File: src/rtl/if_fetch_queue.sv
// Instruction fetch: sequential word fetches over req/gnt/rvalid, a small prefetch
// queue with bypass, and the IF/DEC output register obeying stall and flush/redirect.
module if_fetch_queue #(
    parameter logic [31:0] RESET_VEC = 32'h0000_0000,
    parameter int          DEPTH     = 2
) (
    input  logic        CLK,
    input  logic        RST_N,
    input  logic        LW_STALL,
    input  logic        DEC_FLUSH,
    input  logic [31:0] redirect_pc,
    output logic        imem_req,
    output logic [31:0] imem_addr,
    input  logic        imem_gnt,
    input  logic        imem_rvalid,
    input  logic [31:0] imem_rdata,
    output logic        dec_valid,
    output logic [31:0] dec_ir,
    output logic [31:0] dec_pc
);
    localparam int CW = $clog2(DEPTH + 1);
    localparam int PW = $clog2(DEPTH);
    typedef logic [CW-1:0] cnt_t;
    typedef logic [PW-1:0] ptr_t;
    localparam cnt_t DEPTH_C = cnt_t'(DEPTH);

    logic [31:0] r_fetch_pc;
    cnt_t        r_outstanding, r_discard, r_count;
    logic [31:0] r_q_pc [DEPTH];
    logic [31:0] r_q_ir [DEPTH];
    ptr_t        r_q_head, r_q_tail;
    logic [31:0] r_pf [DEPTH];
    ptr_t        r_pf_rd, r_pf_wr;

    logic        w_room, w_req, w_fire, w_keep, w_pop, w_bypass, w_push;
    logic [31:0] w_rsp_pc, w_redir_pc;

    // Outstanding requests and buffered words share the DEPTH budget, so every
    // granted word is guaranteed a queue slot when it returns.
    assign w_room     = ({1'b0, r_outstanding} + {1'b0, r_count}) < {1'b0, DEPTH_C};
    assign w_req      = RST_N && !DEC_FLUSH && w_room;
    assign w_fire     = w_req && imem_gnt;
    assign w_rsp_pc   = r_pf[r_pf_rd];
    assign w_keep     = imem_rvalid && (r_discard == '0) && !DEC_FLUSH;
    assign w_pop      = !DEC_FLUSH && !LW_STALL && (r_count != '0);
    assign w_bypass   = !DEC_FLUSH && !LW_STALL && (r_count == '0) && w_keep;
    assign w_push     = w_keep && !w_bypass;
    assign w_redir_pc = redirect_pc & ~32'd3;

    assign imem_req   = w_req;
    assign imem_addr  = r_fetch_pc;

    always_ff @(posedge CLK or negedge RST_N) begin
        if (!RST_N) begin
            r_fetch_pc    <= {RESET_VEC[31:2], 2'b00};
            r_outstanding <= '0;
            r_discard     <= '0;
            r_count       <= '0;
            r_q_head      <= '0;
            r_q_tail      <= '0;
            r_pf_rd       <= '0;
            r_pf_wr       <= '0;
        end else begin
            if (DEC_FLUSH)
                r_fetch_pc <= w_redir_pc;
            else if (w_fire)
                r_fetch_pc <= r_fetch_pc + 32'd4;

            r_outstanding <= r_outstanding + cnt_t'(w_fire) - cnt_t'(imem_rvalid);
            if (w_fire)
                r_pf_wr <= r_pf_wr + ptr_t'(1);
            if (imem_rvalid)
                r_pf_rd <= r_pf_rd + ptr_t'(1);

            // Everything still unanswered after a flush cycle is stale.
            if (DEC_FLUSH)
                r_discard <= r_outstanding - cnt_t'(imem_rvalid);
            else if (imem_rvalid && (r_discard != '0))
                r_discard <= r_discard - cnt_t'(1);

            if (DEC_FLUSH) begin
                r_count  <= '0;
                r_q_head <= '0;
                r_q_tail <= '0;
            end else begin
                if (w_push)
                    r_q_tail <= r_q_tail + ptr_t'(1);
                if (w_pop)
                    r_q_head <= r_q_head + ptr_t'(1);
                r_count <= r_count + cnt_t'(w_push) - cnt_t'(w_pop);
            end
        end
    end

    always_ff @(posedge CLK) begin
        if (w_fire)
            r_pf[r_pf_wr] <= r_fetch_pc;
        if (w_push) begin
            r_q_pc[r_q_tail] <= w_rsp_pc;
            r_q_ir[r_q_tail] <= imem_rdata;
        end
    end

    always_ff @(posedge CLK or negedge RST_N) begin
        if (!RST_N) begin
            dec_valid <= 1'b0;
            dec_ir    <= '0;
            dec_pc    <= '0;
        end else if (DEC_FLUSH) begin
            dec_valid <= 1'b0;
            dec_ir    <= '0;
            dec_pc    <= '0;
        end else if (!LW_STALL) begin
            if (r_count != '0) begin
                dec_valid <= 1'b1;
                dec_ir    <= r_q_ir[r_q_head];
                dec_pc    <= r_q_pc[r_q_head];
            end else if (w_keep) begin
                dec_valid <= 1'b1;
                dec_ir    <= imem_rdata;
                dec_pc    <= w_rsp_pc;
            end else begin
                dec_valid <= 1'b0;
                dec_ir    <= '0;
                dec_pc    <= '0;
            end
        end
    end

    a_budget: assert property (@(posedge CLK) disable iff (!RST_N)
        ({1'b0, r_outstanding} + {1'b0, r_count}) <= {1'b0, DEPTH_C});
    a_rsp_underflow: assert property (@(posedge CLK) disable iff (!RST_N)
        imem_rvalid |-> (r_outstanding != '0));
    a_discard: assert property (@(posedge CLK) disable iff (!RST_N)
        r_discard <= r_outstanding);
    a_q_overflow: assert property (@(posedge CLK) disable iff (!RST_N)
        !(w_push && !w_pop && (r_count == DEPTH_C)));
endmodule

File: config.mk
export PLATFORM = sky130hd
export DESIGN_NAME = if_fetch_queue
export DESIGN_NICKNAME = d
export VERILOG_FILES = /design/src/rtl/if_fetch_queue.sv
export SDC_FILE = /design/constraint.sdc
export NUM_CORES = 1
export LEC_CHECK = 0
export ABC_AREA = 1
export CAP_MARGIN = 40
export CORE_MARGIN = 2
export CORE_UTILIZATION = 30
export DETAILED_ROUTE_END_ITERATION = 12
export GPL_TIMING_DRIVEN = 0
export HOLD_SLACK_MARGIN = 0.15
export PLACE_DENSITY = 0.6
export SETUP_SLACK_MARGIN = 0.1
export SLEW_MARGIN = 20
export SYNTH_ARGS = -nofsm -noshare
export SYNTH_HDL_FRONTEND = slang
export SYNTH_SLANG_ARGS = --single-unit
export TNS_END_PERCENT = 50
File: constraint.sdc
create_clock -name CLK -period 3.9 [get_ports CLK]
set_clock_uncertainty 0.05 [all_clocks]
set_input_delay 0.78 -clock CLK [delete_from_list [all_inputs] [get_ports CLK]]
set_output_delay 0.78 -clock CLK [all_outputs]
set_load 0.02 [all_outputs]
### Clock routing, run 1

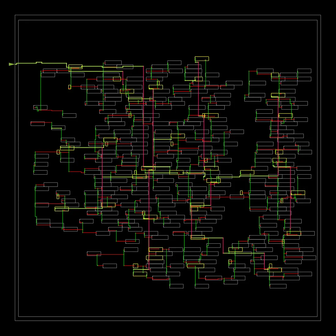
power dissipated in the clock network: 2.72 mW
# clk buffers: 42
total number of clock tree sinks: 288
registers: 288
Insertion Delay late pin: 0.53 ns

### Routed clock nets over the placement, run 1

Scale bar: 50 um.
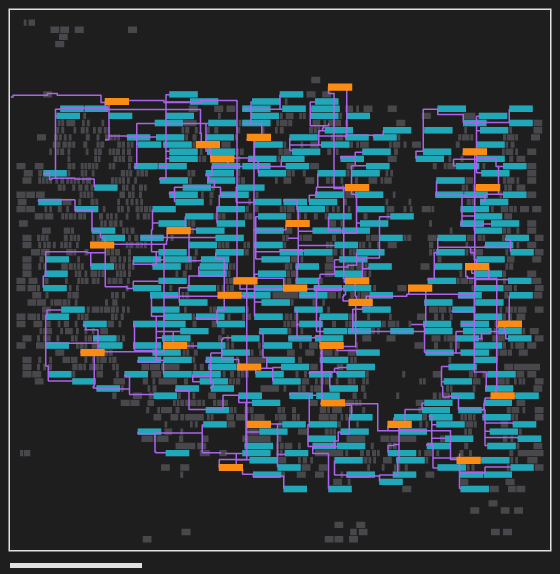
Cyan shows flip-flops, count 288. Orange shows clock-net drivers, count 29. Purple shows clock wires, length 3,550 um.
There are 30 routed clock nets.

### Sizing map, run 1

Scale bar: 50 um.
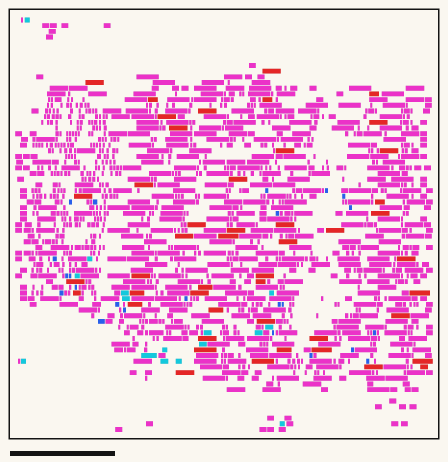
Cyan shows x3 and x4, cells 16, share 1.2%. Blue shows x2, cells 23, share 1.7%. Red shows x6 and larger, cells 47, share 3.5%. Magenta shows x1 and smaller, cells 1,268, share 94%.
synth-to-layout area growth: 28.8%
crit path setup slack, layout: 0.645 ns

==> flow_metrics.py, run 1 <==
# Flow results
metrics = {
    "setup_path": {
        "cp-end-kind": "output port",
        "regToRegStartpoint": "r_count[1]",
        "critical_path.reg2reg.endpoint": "r_count[1]",
        "critical_path_class": "in -> out",
        "reg2reg_depth": 10,
        "setup.worst_path.start_class": "input pin",
        "worst-path-max-fanout": 10,
        "worst-r2r-setup-slack_ns": 1.24,
        "setup.worst_path.end": "imem_req",
    },
    "global_routing": {
        "grt_usage_pct": 15.7,
        "antenna_found_initial": 0,
        "globalRoute.totalOverflow": 0,
    },
    "floorplan": {
        "rows": 73,
        "core_area_um2": 39700,
        "die_w_um": 205,
        "chipArea_um2": 41900,
        "dieHeight_um": 205,
        "initial_core_util_pct": 30.4,
    },
    "finish": {
        "finalNetCount": 1410,
        "logic_area_um2": 3390,
        "layout_top_cell_excl_fill_tap": "sky130_fd_sc_hd__nand2_1",
        "top_library_cells_by_usage_in_the_layout_fill_and_taps_aside": "242 x sky130_fd_sc_hd__nand2_1, 184 x sky130_fd_sc_hd__edfxtp_1, 165 x sky130_fd_sc_hd__nor2_1",
        "final_layout_size_suffix_gt1_share_pct": 6.35,
        "fill_cells": 3908,
        "antenna_cells_inserted": 0,
        "sequential_cell_area_um2": 8130,
    },
    "drt": {
        "routed.top_layer": "met4",
        "drt_pass1_iterations": 5,
        "first_iter_violations": 598,
        "wl_met1_mm": 14.9,
        "avg_vias_per_cell": 4.75,
        "drt-wirelength-per-cell_um": 17.5,
        "detail_route.drc_violations": 0,
        "final_antenna_net_count": 0,
        "route.final.wire_length_mm": 32.8,
        "routed-wl-met2_mm": 15.5,
    },
    "min_path": {
        "worstHoldPathType": "in -> async",
    },
    "logic_synthesis": {
        "synth-async-reset-ratio_pct": 36.1,
        "synthMostInstantiatedCell": "sky130_fd_sc_hd__nand2_1",
        "simple_gate_area_share_pct": 18.6,
        "synth.mux.area_fraction_pct": 0,
        "synthDominantCellAreaShare_pct": 45.7,
        "synth.yosys.chip_area_um2": 12100,
        "postSynth.topFlopCell": "sky130_fd_sc_hd__edfxtp_1",
        "yosysWarningCount": 0,
        "adder_share_pct": 0.891,
        "count_of_flip_flops_with_a_built_in_enable_after_synthesis": 184,
        "syn-instance-count": 1126,
        "top_area_cell": "sky130_fd_sc_hd__edfxtp_1",
        "synth_seq_share_pct": 67.3,
        "aoi_share_pct": 7.42,
        "synthTopCellsByArea": "sky130_fd_sc_hd__edfxtp_1 46%, sky130_fd_sc_hd__dfrtp_1 22%, sky130_fd_sc_hd__nand2_1 7.5%",
        "numSynthFlops": 288,
        "netlist_logic_family_top": "simple AND/OR/NAND/NOR gates",
        "yosys-stat-cells": 1126,
        "synthesized_cell_area_um2": 12100,
    },
    "sta": {
        "layout_worst_path_cycle_share_pct": 83.4,
        "timing.final.hold_violations": 0,
        "hold_ws_ns": 0.173,
        "maxClockFrequency_mhz": 307,
        "relative_max_transition_margin_pct": 49.2,
        "setup_repair_after_global_routing_missed_its_margin": "no",
        "finalSetupTns_ns": 0,
        "timing.final.max_slew_violations": 0,
        "layout_min_cycle_time_ns": 3.25,
        "worst-slew-pin-transition_ns": 0.760,
    },
    "pwr": {
        "vdd_ir_max_v": 0.000282,
        "post-layout-total-power_mw": 7.90,
        "p_per_area_nw_per_um2": 508,
        "total_leakage_power_nw": 5.91,
    },
    "clock_network": {
        "cts_tree": "yes",
        "htreeDepth": 1,
        "clockRootBuffer": "sky130_fd_sc_hd__clkbuf_16",
        "cts_inserted_buffers": 29,
        "cts-root-to-sink-buffers": 3,
        "postCtsSetupRepairBufs": 0,
        "worst_path_clk_slew_ns": 0.06,
    },
    "place": {
        "post-place-ws_ns": 0.401,
        "place.gp.congestion": 0.856,
        "numPlacedInstances": 1823,
        "postPlaceCellArea_um2": 14600,
        "dp.final_hpwl_mm": 23.0,
    },
    "job": {
        "number_of_maximum_capacitance_constraint_violations": 0,
    },
    "run_status": {
        "run_status": "finished clean",
    },
}
run 1: worst max-delay path, stage by stage:
cell,delay (ns)
sky130_fd_sc_hd__clkdlybuf4s50_1,0.51
sky130_fd_sc_hd__buf_4,0.24
sky130_fd_sc_hd__nor2_4,0.14
sky130_fd_sc_hd__nand3_1,0.09
sky130_fd_sc_hd__inv_1,0.08
sky130_fd_sc_hd__clkdlybuf4s50_1,0.59
run 1: routing by layer:
layer / track usage (%) / vias to the layer above
li1: - / 4278
met1: 21.8 / 4324
met2: 26.0 / 279
met3: 2.15 / 43
met4: 3.47 / 0
met5: 0 / -
run 1: report_power, final:
group          internal, mW  switching [mW]
Sequential             3.58           0.187
Clock                  1.59            1.13
Combinational         0.497           0.926
Total                  5.66            2.24
run 1: state kept, by name, indices dropped and copies added, names as in the netlist:
signal / count
r_q_ir: 64
r_pf: 60
r_q_pc: 60
dec_ir: 32
dec_pc: 31
imem_addr: 30
r_count: 2
r_discard: 2
r_outstanding: 2
dec_valid: 1
r_pf_rd: 1
r_pf_wr: 1
r_q_head: 1
r_q_tail: 1
run 1: what timing repair did:
item	4_1_cts	5_1_grt
gates resized	0	0
hold buffers	3	0
hold endpoints to repair	2	0
endpoints found under the setup margin	0	0
run 1: final cells by class:
| class | instances | area share (%) |
|---|---|---|
| Buffer | 55 | 1.62 |
| Clock buffer | 42 | 5.30 |
| Clock inverter | 11 | 0.667 |
| Inverter | 92 | 2.23 |
| Multi-Input combinational cell | 692 | 21.8 |
| Sequential cell | 288 | 52.2 |
| Tap cell | 525 | 4.22 |
| Timing Repair Buffer | 174 | 12.0 |
### Signal wires on met4, run 1

Supply wires on this layer in grey.
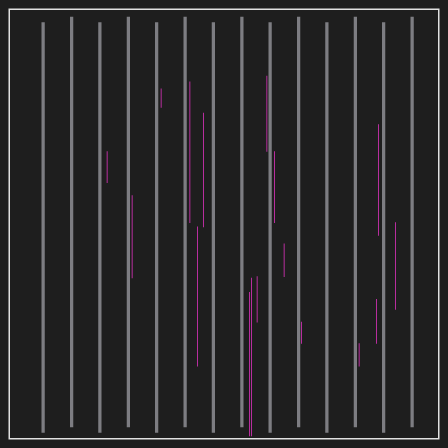

==> run 1 -> run 2 <==
--- a/config.mk
+++ b/config.mk
@@ -12,7 +12,7 @@
 export DETAILED_ROUTE_END_ITERATION = 12
 export GPL_TIMING_DRIVEN = 0
 export HOLD_SLACK_MARGIN = 0.15
-export PLACE_DENSITY = 0.6
+export PLACE_DENSITY = 0.58
 export SETUP_SLACK_MARGIN = 0.1
 export SLEW_MARGIN = 20
 export SYNTH_ARGS = -nofsm -noshare
==> constraint.sdc (replaced) <==
create_clock -name CLK -period 3 [get_ports CLK]
set_clock_uncertainty 0.05 [all_clocks]
set_input_delay 0.6 -clock CLK [delete_from_list [all_inputs] [get_ports CLK]]
set_output_delay 0.6 -clock CLK [all_outputs]
set_load 0.02 [all_outputs]
### Signal wires on met4, run 2

Supply wires on this layer in grey.
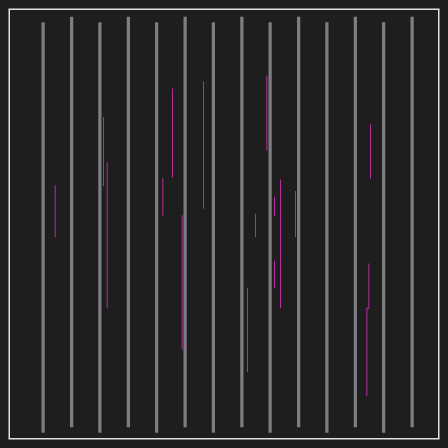
7 nets have wire on it. The longest straight run is 69.4 um. The layer holds 1.8% of the routed length. The layer carries 592 um of wire. The wires run mostly vertical.

### Routed clock nets over the placement, run 2

Scale bar: 50 um.
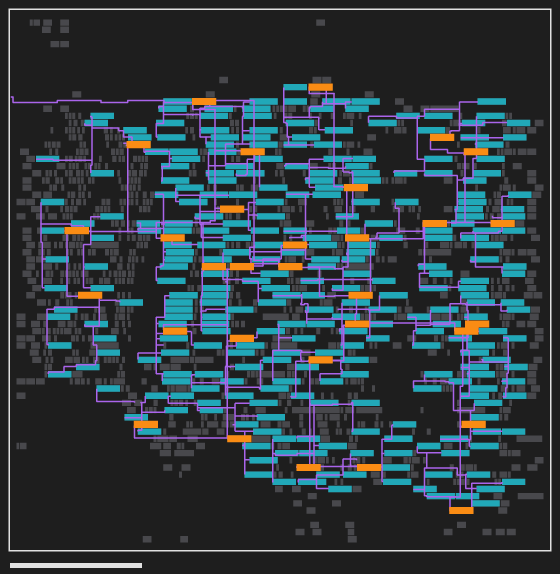
clock group share of total power: 37.3%
Insertion Delay late pin: 0.56 ns
power dissipated in the clock network: 4.03 mW

==> flow_metrics.py, run 2 <==
# Flow results
metrics = {
    "run_status": {
        "run_status": "finished clean",
    },
    "sta": {
        "maxClockFrequency_mhz": 358,
        "layout_worst_path_cycle_share_pct": 93.1,
        "worst-slew-pin-transition_ns": 0.764,
        "timing.final.hold_violations": 0,
        "setup_repair_after_global_routing_missed_its_margin": "no",
        "relative_max_transition_margin_pct": 49.1,
        "timing.final.max_slew_violations": 0,
        "hold_ws_ns": 0.439,
    },
    "global_routing": {
        "top_usage_layer": "met2",
        "grt_usage_pct": 15.5,
        "antenna_found_initial": 0,
    },
    "drt": {
        "avg_vias_per_cell": 4.69,
        "routed.top_layer": "met4",
        "route.final.wire_length_mm": 32.6,
        "first_iter_violations": 474,
        "drt_pass1_iterations": 4,
        "drt-wirelength-per-cell_um": 17.3,
        "routed-wl-met2_mm": 15.4,
        "wl_met1_mm": 15.2,
    },
    "clock_network": {
        "cts_sinks": 288,
        "htreeDepth": 1,
        "worst_path_clk_slew_ns": 0.06,
        "cts-root-to-sink-buffers": 3,
    },
    "logic_synthesis": {
        "synth_seq_share_pct": 67.3,
        "synthMostInstantiatedCell": "sky130_fd_sc_hd__nand2_1",
        "synth.yosys.chip_area_um2": 12100,
        "yosys-stat-cells": 1126,
        "yosysWarningCount": 0,
        "count_of_flip_flops_with_a_built_in_enable_after_synthesis": 184,
        "synthTopCellsByArea": "sky130_fd_sc_hd__edfxtp_1 46%, sky130_fd_sc_hd__dfrtp_1 22%, sky130_fd_sc_hd__nand2_1 7.5%",
        "synthDominantCellAreaShare_pct": 45.7,
        "synthesized_cell_area_um2": 12100,
        "syn-instance-count": 1126,
        "synth-async-reset-ratio_pct": 36.1,
        "numSynthFlops": 288,
        "top_area_cell": "sky130_fd_sc_hd__edfxtp_1",
    },
    "floorplan": {
        "rows": 73,
        "die_w_um": 205,
        "chipArea_um2": 41900,
        "dieHeight_um": 205,
        "core_area_um2": 39700,
        "initial_core_util_pct": 30.4,
    },
    "setup_path": {
        "setup.worst_path.end": "imem_req",
        "reg2reg_depth": 10,
        "cpMostUsedCell": "sky130_fd_sc_hd__inv_1",
        "cp-end-kind": "output port",
        "critical_path_class": "reg -> out",
        "path_delay_family": "adder cells",
        "path_cells": "nand2_1 > inv_1 > fa_1 > nor2_4 > nand3_1 > inv_1 > dlygate4sd2_1",
        "worst-path-max-fanout": 3,
        "cp.depth": 7,
        "setup.worst_path.start_class": "flip-flop",
        "critPathMaxStageDelay_ns": 0.47,
    },
    "pwr": {
        "total_leakage_power_nw": 6.02,
        "p_per_area_nw_per_um2": 684,
        "vdd_ir_max_v": 0.000432,
    },
    "finish": {
        "top_library_cells_by_usage_in_the_layout_fill_and_taps_aside": "242 x sky130_fd_sc_hd__nand2_1, 184 x sky130_fd_sc_hd__edfxtp_1, 165 x sky130_fd_sc_hd__nor2_1",
        "final_layout_size_suffix_gt1_share_pct": 6.98,
        "finalNetCount": 1414,
        "largest_register_ff_count": 64,
    },
    "place": {
        "place.gp.congestion": 0.813,
        "postPlaceCellArea_um2": 14600,
    },
    "min_path": {
        "worstHoldPathType": "reg -> reg",
    },
}
-- run 2: metrics by stage --
stage | power [mW] | cells | TNS, ns | utilization [%] | worst slack, ns
final | 10.8 | 1886 | 0 | 39.7 | 0.208
after global routing | 11.2 | 1886 | 0 | 39.7 | 0.105
after floorplan | 5.90 | 1127 | -40.69 | - | -0.328
after global placement | 6.75 | 1815 | -1092.19 | 36.2 | -5.38
after CTS | 10.9 | 1884 | 0 | 39.6 | 0.151
after detailed placement | 6.84 | 1824 | -18.94 | 36.8 | -0.442
-- run 2: kinds of logic (layout without fill, tap and decap cells) --
kind of cell             Yosys count  count (layout)  share of synthesized area [%]
flip-flops                       288             288                           67.3
other                              1               2                         0.0310
adder cells (fa/ha/maj)            8               8                          0.891
AND-OR/OR-AND                    129             129                           7.42
XOR/XNOR                          12              12                          0.870
AND/OR/NAND/NOR                  541             541                           18.6
buffers and inverters            147             381                           4.95
-- run 2: final cells by class --
| class | instances | area [um^2] |
|---|---|---|
| fillers | 3836 | 24000 |
| flip-flops and latches | 288 | 8130 |
| clock inverters | 24 | 293 |
| well taps | 525 | 657 |
| clock buffers | 34 | 787 |
| multi-input cells | 692 | 3390 |
| inverters | 92 | 347 |
| repair buffers | 176 | 1910 |
| plain buffers | 55 | 251 |
-- run 2: report_power, final --
group	internal (mW)	switching (mW)	total (mW)
clock	2.48	1.55	4.03
sequential	4.65	0.244	4.89
combinational	0.659	1.20	1.86
total	7.79	2.99	10.8
-- run 2: timing repair --
item / in CTS / in global routing
endpoints found under the hold margin: 49 / 0
resized: 1 / 0
endpoints found under the setup margin: 1 / 14
hold buffers: 2 / 0
pin swaps: 0 / 1
setup buffers: 0 / 2
Power figures rest on the tool's default switching activity, not on a simulated workload.
